==> config.mk <==
export PLATFORM = sky130hd
export DESIGN_NAME = placement_wl_eval_flat
export DESIGN_NICKNAME = d
export VERILOG_FILES = /design/src/rtl/placement_wl_eval_if.sv /design/src/rtl/placement_wl_eval.sv /design/src/flat_wrapper.sv
export SDC_FILE = /design/constraint.sdc
export NUM_CORES = 1
export LEC_CHECK = 0
export CORE_MARGIN = 10
export CORE_UTILIZATION = 64
export CTS_BUF_LIST = sky130_fd_sc_hd__clkbuf_4
export DETAILED_ROUTE_END_ITERATION = 8
export GPL_TIMING_DRIVEN = 0
export PLACE_DENSITY = 0.93
export RECOVER_POWER = 50
export SYNTH_ARGS = -nofsm -noshare
export SYNTH_HDL_FRONTEND = slang
export SYNTH_SLANG_ARGS = --single-unit
==> constraint.sdc <==
create_clock -name clk -period 20.5 [get_ports clk]
set_input_delay 3.075 -clock clk [delete_from_list [all_inputs] [get_ports clk]]
set_output_delay 3.075 -clock clk [all_outputs]
set_load 0.05 [all_outputs]
==> src/rtl/placement_wl_eval_if.sv <==
// -----------------------------------------------------------------------------
// placement_wl_eval_if
// Memory-side bus of the wirelength evaluator: the edge ROM pair (source and
// sink node ids share one index) and the posX/posY RAM pair (share one node
// address). Both read channels carry one-cycle read pulses. Data is valid two
// cycles after the pulse and is held until the next read.
//   reE / addrE        : edge ROM read enable / edge index
//   doutEA / doutEB    : source / sink node id
//   reP / addrP        : position RAM read enable / node id
//   doutPX / doutPY    : node X / node Y (signed)
// master = evaluator, slave = memory model / memory wrapper.
// -----------------------------------------------------------------------------
interface placement_wl_eval_if #(
  parameter int DATA_W = 32,
  parameter int CNT_W  = 8
);
  logic              reE;
  logic [CNT_W-1:0]  addrE;
  logic [DATA_W-1:0] doutEA;
  logic [DATA_W-1:0] doutEB;
  logic              reP;
  logic [DATA_W-1:0] addrP;
  logic [DATA_W-1:0] doutPX;
  logic [DATA_W-1:0] doutPY;

  modport master (
    output reE, addrE, reP, addrP,
    input  doutEA, doutEB, doutPX, doutPY
  );

  modport slave (
    input  reE, addrE, reP, addrP,
    output doutEA, doutEB, doutPX, doutPY
  );
endinterface

==> src/rtl/placement_wl_eval.sv <==
// -----------------------------------------------------------------------------
// placement_wl_eval
// Walks the edge list after placement and reports routing cost:
//   sum      : sum over edges of (|dx|+|dy|-1), wraps modulo 2^DATA_W
//   max_len  : largest |dx|+|dy| seen
//   long_cnt : edges with |dx|+|dy| > 1 (saturating)
//   coll_cnt : edges whose distinct endpoints share a cell (saturating)
//   err      : sticky, some endpoint coordinate is UNPLACED
// Each edge takes a fixed 8 cycles. done pulses one cycle when results are
// valid; results hold until the next accepted start.
// Ports:
//   clk, reset  : clock, synchronous active-low reset
//   start_i     : evaluation request, honoured only in IDLE
//   n_edge_i    : edge count, latched on start
//   busy_o      : run in progress
//   done_o      : one-cycle completion pulse
//   sum_o, max_len_o, long_cnt_o, coll_cnt_o, err_o : results
//   mem         : edge ROM / position RAM bus (master side)
// -----------------------------------------------------------------------------
module placement_wl_eval #(
  parameter int                DATA_W   = 32,
  parameter int                CNT_W    = 8,
  parameter logic [DATA_W-1:0] UNPLACED = {DATA_W{1'b1}}
) (
  input  logic                     clk,
  input  logic                     reset,
  input  logic                     start_i,
  input  logic [CNT_W-1:0]         n_edge_i,
  output logic                     busy_o,
  output logic                     done_o,
  output logic signed [DATA_W-1:0] sum_o,
  output logic signed [DATA_W-1:0] max_len_o,
  output logic [CNT_W-1:0]         long_cnt_o,
  output logic [CNT_W-1:0]         coll_cnt_o,
  output logic                     err_o,
  placement_wl_eval_if.master      mem
);

  localparam logic [CNT_W-1:0]         CNT_ZERO  = {CNT_W{1'b0}};
  localparam logic [CNT_W-1:0]         CNT_ONE   = {{(CNT_W-1){1'b0}}, 1'b1};
  localparam logic [CNT_W-1:0]         CNT_MAX   = {CNT_W{1'b1}};
  localparam logic [DATA_W-1:0]        DATA_ZERO = {DATA_W{1'b0}};
  localparam logic signed [DATA_W-1:0] DATA_ONE  = {{(DATA_W-1){1'b0}}, 1'b1};

  typedef enum logic [3:0] {
    IDLE    = 4'd0,
    E_REQ   = 4'd1,
    E_WAIT  = 4'd2,
    PA_REQ  = 4'd3,
    PA_WAIT = 4'd4,
    PB_REQ  = 4'd5,
    PB_WAIT = 4'd6,
    CALC    = 4'd7,
    ACC     = 4'd8,
    FIN     = 4'd9
  } state_t;

  state_t                     state_q;
  logic [CNT_W-1:0]           n_q;
  logic [CNT_W-1:0]           idx_q;
  logic [DATA_W-1:0]          a_q;
  logic [DATA_W-1:0]          b_q;
  logic signed [DATA_W-1:0]   xa_q;
  logic signed [DATA_W-1:0]   ya_q;
  logic signed [DATA_W-1:0]   xb_q;
  logic signed [DATA_W-1:0]   yb_q;
  logic signed [DATA_W-1:0]   dist_q;
  logic                       busy_q;
  logic                       done_q;
  logic                       reE_q;
  logic [CNT_W-1:0]           addrE_q;
  logic                       reP_q;
  logic [DATA_W-1:0]          addrP_q;
  logic signed [DATA_W-1:0]   sum_q;
  logic signed [DATA_W-1:0]   max_len_q;
  logic [CNT_W-1:0]           long_q;
  logic [CNT_W-1:0]           coll_q;
  logic                       err_q;

  logic [CNT_W-1:0]           idx_inc_s;
  logic                       unplaced_s;

  // |p - q| in two's complement
  function automatic logic signed [DATA_W-1:0] abs_diff(
    input logic signed [DATA_W-1:0] p,
    input logic signed [DATA_W-1:0] q
  );
    logic signed [DATA_W-1:0] d;
    d = p - q;
    abs_diff = d[DATA_W-1] ? (DATA_ZERO - d) : d;
  endfunction

  assign idx_inc_s  = idx_q + CNT_ONE;
  assign unplaced_s = (xa_q == UNPLACED) || (ya_q == UNPLACED) ||
                      (xb_q == UNPLACED) || (yb_q == UNPLACED);

  assign busy_o     = busy_q;
  assign done_o     = done_q;
  assign sum_o      = sum_q;
  assign max_len_o  = max_len_q;
  assign long_cnt_o = long_q;
  assign coll_cnt_o = coll_q;
  assign err_o      = err_q;

  assign mem.reE    = reE_q;
  assign mem.addrE  = addrE_q;
  assign mem.reP    = reP_q;
  // The source id arrives in the very cycle its position read is issued, so
  // the address is forwarded straight from the ROM output during PA_REQ.
  assign mem.addrP  = (state_q == PA_REQ) ? mem.doutEA : addrP_q;

  // Evaluation FSM with all outputs and result accumulators registered
  always_ff @(posedge clk) begin
    if (!reset) begin
      state_q   <= IDLE;
      n_q       <= CNT_ZERO;
      idx_q     <= CNT_ZERO;
      a_q       <= DATA_ZERO;
      b_q       <= DATA_ZERO;
      xa_q      <= DATA_ZERO;
      ya_q      <= DATA_ZERO;
      xb_q      <= DATA_ZERO;
      yb_q      <= DATA_ZERO;
      dist_q    <= DATA_ZERO;
      busy_q    <= 1'b0;
      done_q    <= 1'b0;
      reE_q     <= 1'b0;
      addrE_q   <= CNT_ZERO;
      reP_q     <= 1'b0;
      addrP_q   <= DATA_ZERO;
      sum_q     <= DATA_ZERO;
      max_len_q <= DATA_ZERO;
      long_q    <= CNT_ZERO;
      coll_q    <= CNT_ZERO;
      err_q     <= 1'b0;
    end else begin
      // pulses default low; states below raise them for exactly one cycle
      reE_q  <= 1'b0;
      reP_q  <= 1'b0;
      done_q <= 1'b0;
      case (state_q)
        IDLE: begin
          if (start_i) begin
            n_q       <= n_edge_i;
            idx_q     <= CNT_ZERO;
            sum_q     <= DATA_ZERO;
            max_len_q <= DATA_ZERO;
            long_q    <= CNT_ZERO;
            coll_q    <= CNT_ZERO;
            err_q     <= 1'b0;
            if (n_edge_i == CNT_ZERO) begin
              state_q <= FIN;
              done_q  <= 1'b1;
              busy_q  <= 1'b0;
            end else begin
              state_q <= E_REQ;
              busy_q  <= 1'b1;
              reE_q   <= 1'b1;
              addrE_q <= CNT_ZERO;
            end
          end else begin
            state_q <= IDLE;
          end
        end
        E_REQ: begin
          state_q <= E_WAIT;
        end
        E_WAIT: begin
          state_q <= PA_REQ;
          reP_q   <= 1'b1;
        end
        PA_REQ: begin
          a_q     <= mem.doutEA;
          b_q     <= mem.doutEB;
          addrP_q <= mem.doutEA;
          state_q <= PA_WAIT;
        end
        PA_WAIT: begin
          state_q <= PB_REQ;
          reP_q   <= 1'b1;
          addrP_q <= b_q;
        end
        PB_REQ: begin
          xa_q    <= mem.doutPX;
          ya_q    <= mem.doutPY;
          state_q <= PB_WAIT;
        end
        PB_WAIT: begin
          state_q <= CALC;
        end
        CALC: begin
          xb_q    <= mem.doutPX;
          yb_q    <= mem.doutPY;
          dist_q  <= abs_diff(xa_q, mem.doutPX) + abs_diff(ya_q, mem.doutPY);
          state_q <= ACC;
        end
        ACC: begin
          if (unplaced_s) begin
            err_q <= 1'b1;
          end else if (dist_q == DATA_ZERO) begin
            // same cell: a collision only when the endpoints differ
            if (a_q != b_q) begin
              if (coll_q != CNT_MAX) begin
                coll_q <= coll_q + CNT_ONE;
              end else begin
                coll_q <= coll_q;
              end
            end else begin
              coll_q <= coll_q;
            end
          end else begin
            sum_q <= sum_q + (dist_q - DATA_ONE);
            if (dist_q > max_len_q) begin
              max_len_q <= dist_q;
            end else begin
              max_len_q <= max_len_q;
            end
            if ((dist_q > DATA_ONE) && (long_q != CNT_MAX)) begin
              long_q <= long_q + CNT_ONE;
            end else begin
              long_q <= long_q;
            end
          end
          idx_q <= idx_inc_s;
          if (idx_inc_s == n_q) begin
            state_q <= FIN;
            done_q  <= 1'b1;
            busy_q  <= 1'b0;
          end else begin
            state_q <= E_REQ;
            reE_q   <= 1'b1;
            addrE_q <= idx_inc_s;
          end
        end
        FIN: begin
          state_q <= IDLE;
        end
        default: begin
          state_q <= IDLE;
          busy_q  <= 1'b0;
        end
      endcase
    end
  end

endmodule

==> src/flat_wrapper.sv <==
// flat-port wrapper written by rule: the top's interface ports become plain ports
module placement_wl_eval_flat 
#(
  parameter int                DATA_W   = 32,
  parameter int                CNT_W    = 8,
  parameter logic [DATA_W-1:0] UNPLACED = {DATA_W{1'b1}}
)
  (clk, reset, start_i, n_edge_i, busy_o, done_o, sum_o, max_len_o, long_cnt_o, coll_cnt_o, err_o, mem_reE, mem_addrE, mem_reP, mem_addrP, mem_doutEA, mem_doutEB, mem_doutPX, mem_doutPY);
  placement_wl_eval_if #(.DATA_W(DATA_W), .CNT_W(CNT_W)) mem_i ();
  input  logic clk;
  input  logic reset;
  input  logic start_i;
  input  logic [CNT_W-1:0] n_edge_i;
  output logic busy_o;
  output logic done_o;
  output logic signed [DATA_W-1:0] sum_o;
  output logic signed [DATA_W-1:0] max_len_o;
  output logic [CNT_W-1:0] long_cnt_o;
  output logic [CNT_W-1:0] coll_cnt_o;
  output logic err_o;
  output wire logic [$bits(mem_i.reE)-1:0] mem_reE;
  output wire logic [$bits(mem_i.addrE)-1:0] mem_addrE;
  output wire logic [$bits(mem_i.reP)-1:0] mem_reP;
  output wire logic [$bits(mem_i.addrP)-1:0] mem_addrP;
  input wire logic [$bits(mem_i.doutEA)-1:0] mem_doutEA;
  input wire logic [$bits(mem_i.doutEB)-1:0] mem_doutEB;
  input wire logic [$bits(mem_i.doutPX)-1:0] mem_doutPX;
  input wire logic [$bits(mem_i.doutPY)-1:0] mem_doutPY;
  assign mem_reE = mem_i.reE;
  assign mem_addrE = mem_i.addrE;
  assign mem_reP = mem_i.reP;
  assign mem_addrP = mem_i.addrP;
  assign mem_i.doutEA = mem_doutEA;
  assign mem_i.doutEB = mem_doutEB;
  assign mem_i.doutPX = mem_doutPX;
  assign mem_i.doutPY = mem_doutPY;
  placement_wl_eval #(.DATA_W(DATA_W), .CNT_W(CNT_W), .UNPLACED(UNPLACED)) u_core (.clk(clk), .reset(reset), .start_i(start_i), .n_edge_i(n_edge_i), .busy_o(busy_o), .done_o(done_o), .sum_o(sum_o), .max_len_o(max_len_o), .long_cnt_o(long_cnt_o), .coll_cnt_o(coll_cnt_o), .err_o(err_o), .mem(mem_i));
endmodule
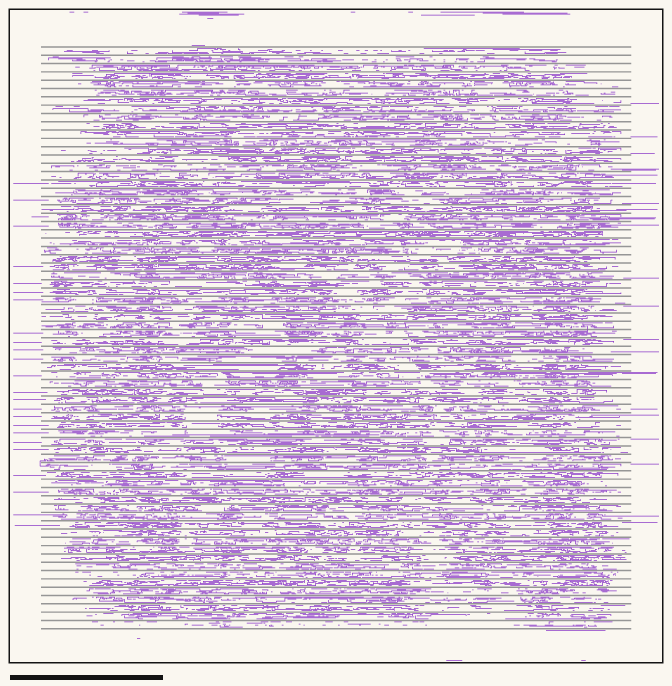
**Above:** the metal 1 layer.
The bar under the picture is 50 um long. Supply wires on this layer in grey.
wire length on this layer: 30.8 mm
longest straight run: 67.6 um
main direction: horizontal

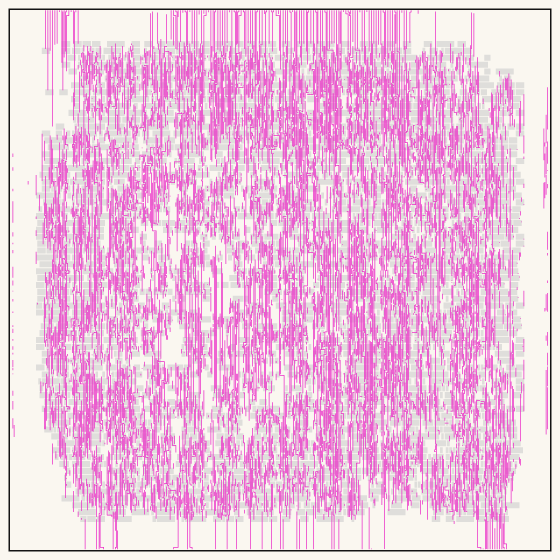
**Above:** signal wires on met2.
Cells faint in the background.
share of all routed wire: 47%
main direction: vertical

==> metal layers <==
metal,share of wire [%],up-vias,GRT usage [%]
met3,8.7,222,5.61
met4,4.2,0,14.8
met5,0,-,0
li1,-,12000,-
met1,40,11700,40.1
met2,47,1295,54.1
==> critical path: cells and delay by family <==
family	cells	cell delay, ns
and+or+nand+nor	4	1.24
adders and majority gates	2	0.80
buffers and inverters	4	1.32
AOI/OAI and AO/OA	15	3.64
xor gates and xnor gates	2	0.40
muxes	1	0.19
==> kinds of logic after synthesis <==
family / Yosys count
and+or+nand+nor: 1261
AOI/OAI and AO/OA: 763
buffers and inverters: 410
DFF: 369
xor gates and xnor gates: 204
adders and majority gates: 195
muxes: 37
==> sequential cells by signal (all words and copies together) (netlist names), 32 cells and up <==
name	cells
u_core.a_q	32
u_core.addrP_q	32
u_core.b_q	32
u_core.dist_q	32
u_core.max_len_o	32
u_core.sum_o	32
u_core.xa_q	32
u_core.xb_q	32
u_core.ya_q	32
u_core.yb_q	32
==> cell type report <==
| type | count | area, sq um | area share, % |
|---|---|---|---|
| diodes | 10 | 25.0 | 0.0883 |
| plain buffers | 142 | 537 | 1.89 |
| clock buffers | 139 | 1040 | 3.68 |
| clock inverters | 14 | 114 | 0.402 |
| inverters | 268 | 1010 | 3.55 |
| multi-input cells | 2460 | 15000 | 52.9 |
| flip-flops and latches | 369 | 7390 | 26.1 |
| well taps | 468 | 586 | 2.07 |
| repair buffers | 263 | 2630 | 9.29 |
==> where the power goes <==
part,internal (uW),leakage [uW],switching (uW)
sequential,729,0.00298,7.28
combinational,154,0.00825,250
clock,331,0.000705,300
==> summary.txt <==
Notes on the physical implementation.

- Summing all multiplexer cells gives an area fraction of under 10%.
- At the end of the flow, the number of nets in the layout was between 3000 and 4000.
- A synthesized cell averages roughly 7.4 sq um.
- Detailed placement finished with a half-perimeter wire length of approximately 60000 um.
- The number of instances on the worst hold path is 2, for reference.
- The checks that failed: DRC.
- STA shows the worst reg2reg path with a cell count of 26.
- Summing all placed instances gives a cell area of about 0.027 sq mm.
- The pin count of the biggest net entering global routing is 14, for reference.
- By area the synthesized netlist is led by sky130_fd_sc_hd__dfxtp_1 31%, sky130_fd_sc_hd__nand2_1 10%, sky130_fd_sc_hd__ha_1 10%, sky130_fd_sc_hd__a21oi_1 7.6%, sky130_fd_sc_hd__inv_1 4.2%.
- The cell type with the highest aggregate area in the netlist is sky130_fd_sc_hd__dfxtp_1, for reference.
- By instance count after routing, the leading logic cell types are 645 x sky130_fd_sc_hd__nand2_1, 369 x sky130_fd_sc_hd__dfxtp_1, 363 x sky130_fd_sc_hd__a21oi_1.
- The remaining global-route overflow is 0, for reference.
- The number of gates resized after cts is 0, for reference.
- After detailed routing, the number of vias per cell comes to just over 6.
- The worst setup path endpoint is u_core.dist_q[27], for reference.
- In the synthesized netlist, the dominant kind of combinational cell is simple AND/OR/NAND/NOR gates.
- The worst setup path is of the in -> reg kind.
- The area figure in the yosys stat output is between 0.02 and 0.025 sq mm, for reference.
- Per STA, the startpoint of the critical path is mem_doutPY[5].
- The design area is 0.0283 sq mm, for reference.
- The proportion of synthesized chip area in sequential cells is between 30% and 40%, for reference.
- For the pin with the worst max-slew slack, the measured transition is around 1.2 ns.
- In the final layout, the fill cell count is roughly 2700.
- STA lists the endpoint of the worst register-to-register path as u_core.dist_q[27].
- Counting flops with a built-in enable in the synthesized netlist gives 0.
- The worst hold endpoint is u_core.xb_q[11], for reference.
- The mapped netlist covers 0.0239 sq mm.
- After detailed routing, the average wire length per cell comes to 18.6 um.
- The row count is around 70, for reference.
- The final instance count without filler cells is 4133, for reference.
- The flow ran to the end, but the final reports show violations.
- The number of antenna violations at the first check in global routing is 8, for reference.
- Summing over the stages, the warning tally comes to 26.
- Among all flip-flop cells after synthesis, the most frequent one is sky130_fd_sc_hd__dfxtp_1.
- Looking at the VDD voltage map, the peak drop is between 40 and 50 uV.
- The count of TritonRoute iterations in the first routing pass is 8, for reference.
- 264 I/O pins were placed.
- By instance count after routing, the leading logic cell type is sky130_fd_sc_hd__nand2_1.
- The delay of the slowest cell on the worst path is slightly below 0.7 ns, for reference.
- The number of global-route vias before repair is ~24000, for reference.
- For the final routed database, the setup TNS stands at 0 ns.
- The total die area is about 0.046 sq mm, for reference.
- On the critical path the data arrives at 10.66 ns.
- Per the post-place timing report, worst setup slack is approximately 10 ns.
- The clock-pin slew on the worst setup and hold paths is 0.06 ns, for reference.
- In this run the clock root is driven by a sky130_fd_sc_hd__clkbuf_4.
- The final timing report counts setup violations totalling 0.
- The startpoint of the most critical hold path is u_core.xb_q[11], for reference.
- After synthesis, the most frequently instantiated cells are 645 x sky130_fd_sc_hd__nand2_1, 369 x sky130_fd_sc_hd__dfxtp_1, 363 x sky130_fd_sc_hd__a21oi_1.
- According to the floorplan report, the placeable core area is 0.0368 sq mm.
- The final timing report lists a max-slew violation count of 0.
- The hold-fix buffer count after cts is 0, for reference.
- The normalized max-slew margin is ~19%, for reference.
- In this run the tool buffered the top-level ports with between 200 and 300 buffer cells.
- The number of design rule violations left after detail routing is 2, for reference.
- Per the run summary, max-cap violations total 0.
- OpenROAD reports that the post-layout worst path occupies around 48% of the period.
- The power after layout is 1770 uW, for reference.
- Counting every instance in the synthesized netlist gives 3239.
- The height of the chip is 213 um, for reference.
- Hold-check failures listed in the final report amount to 0.
- The final antenna-violating net count is 0, for reference.
- In this run the deepest clock path goes through 3 buffers.
- The total clock sinks is roughly 370, for reference.
- Between clock sinks in the finished design, the worst skew comes to between 0.08 and 0.09 ns.
- The timing-limited maximum frequency is about 0.10 GHz, for reference.
- The first global-routing pass estimated around 120000 um of wire.
- Subtracting the final worst setup slack from the clock period gives 9.93 ns.
Power and IR drop assume default switching activity.
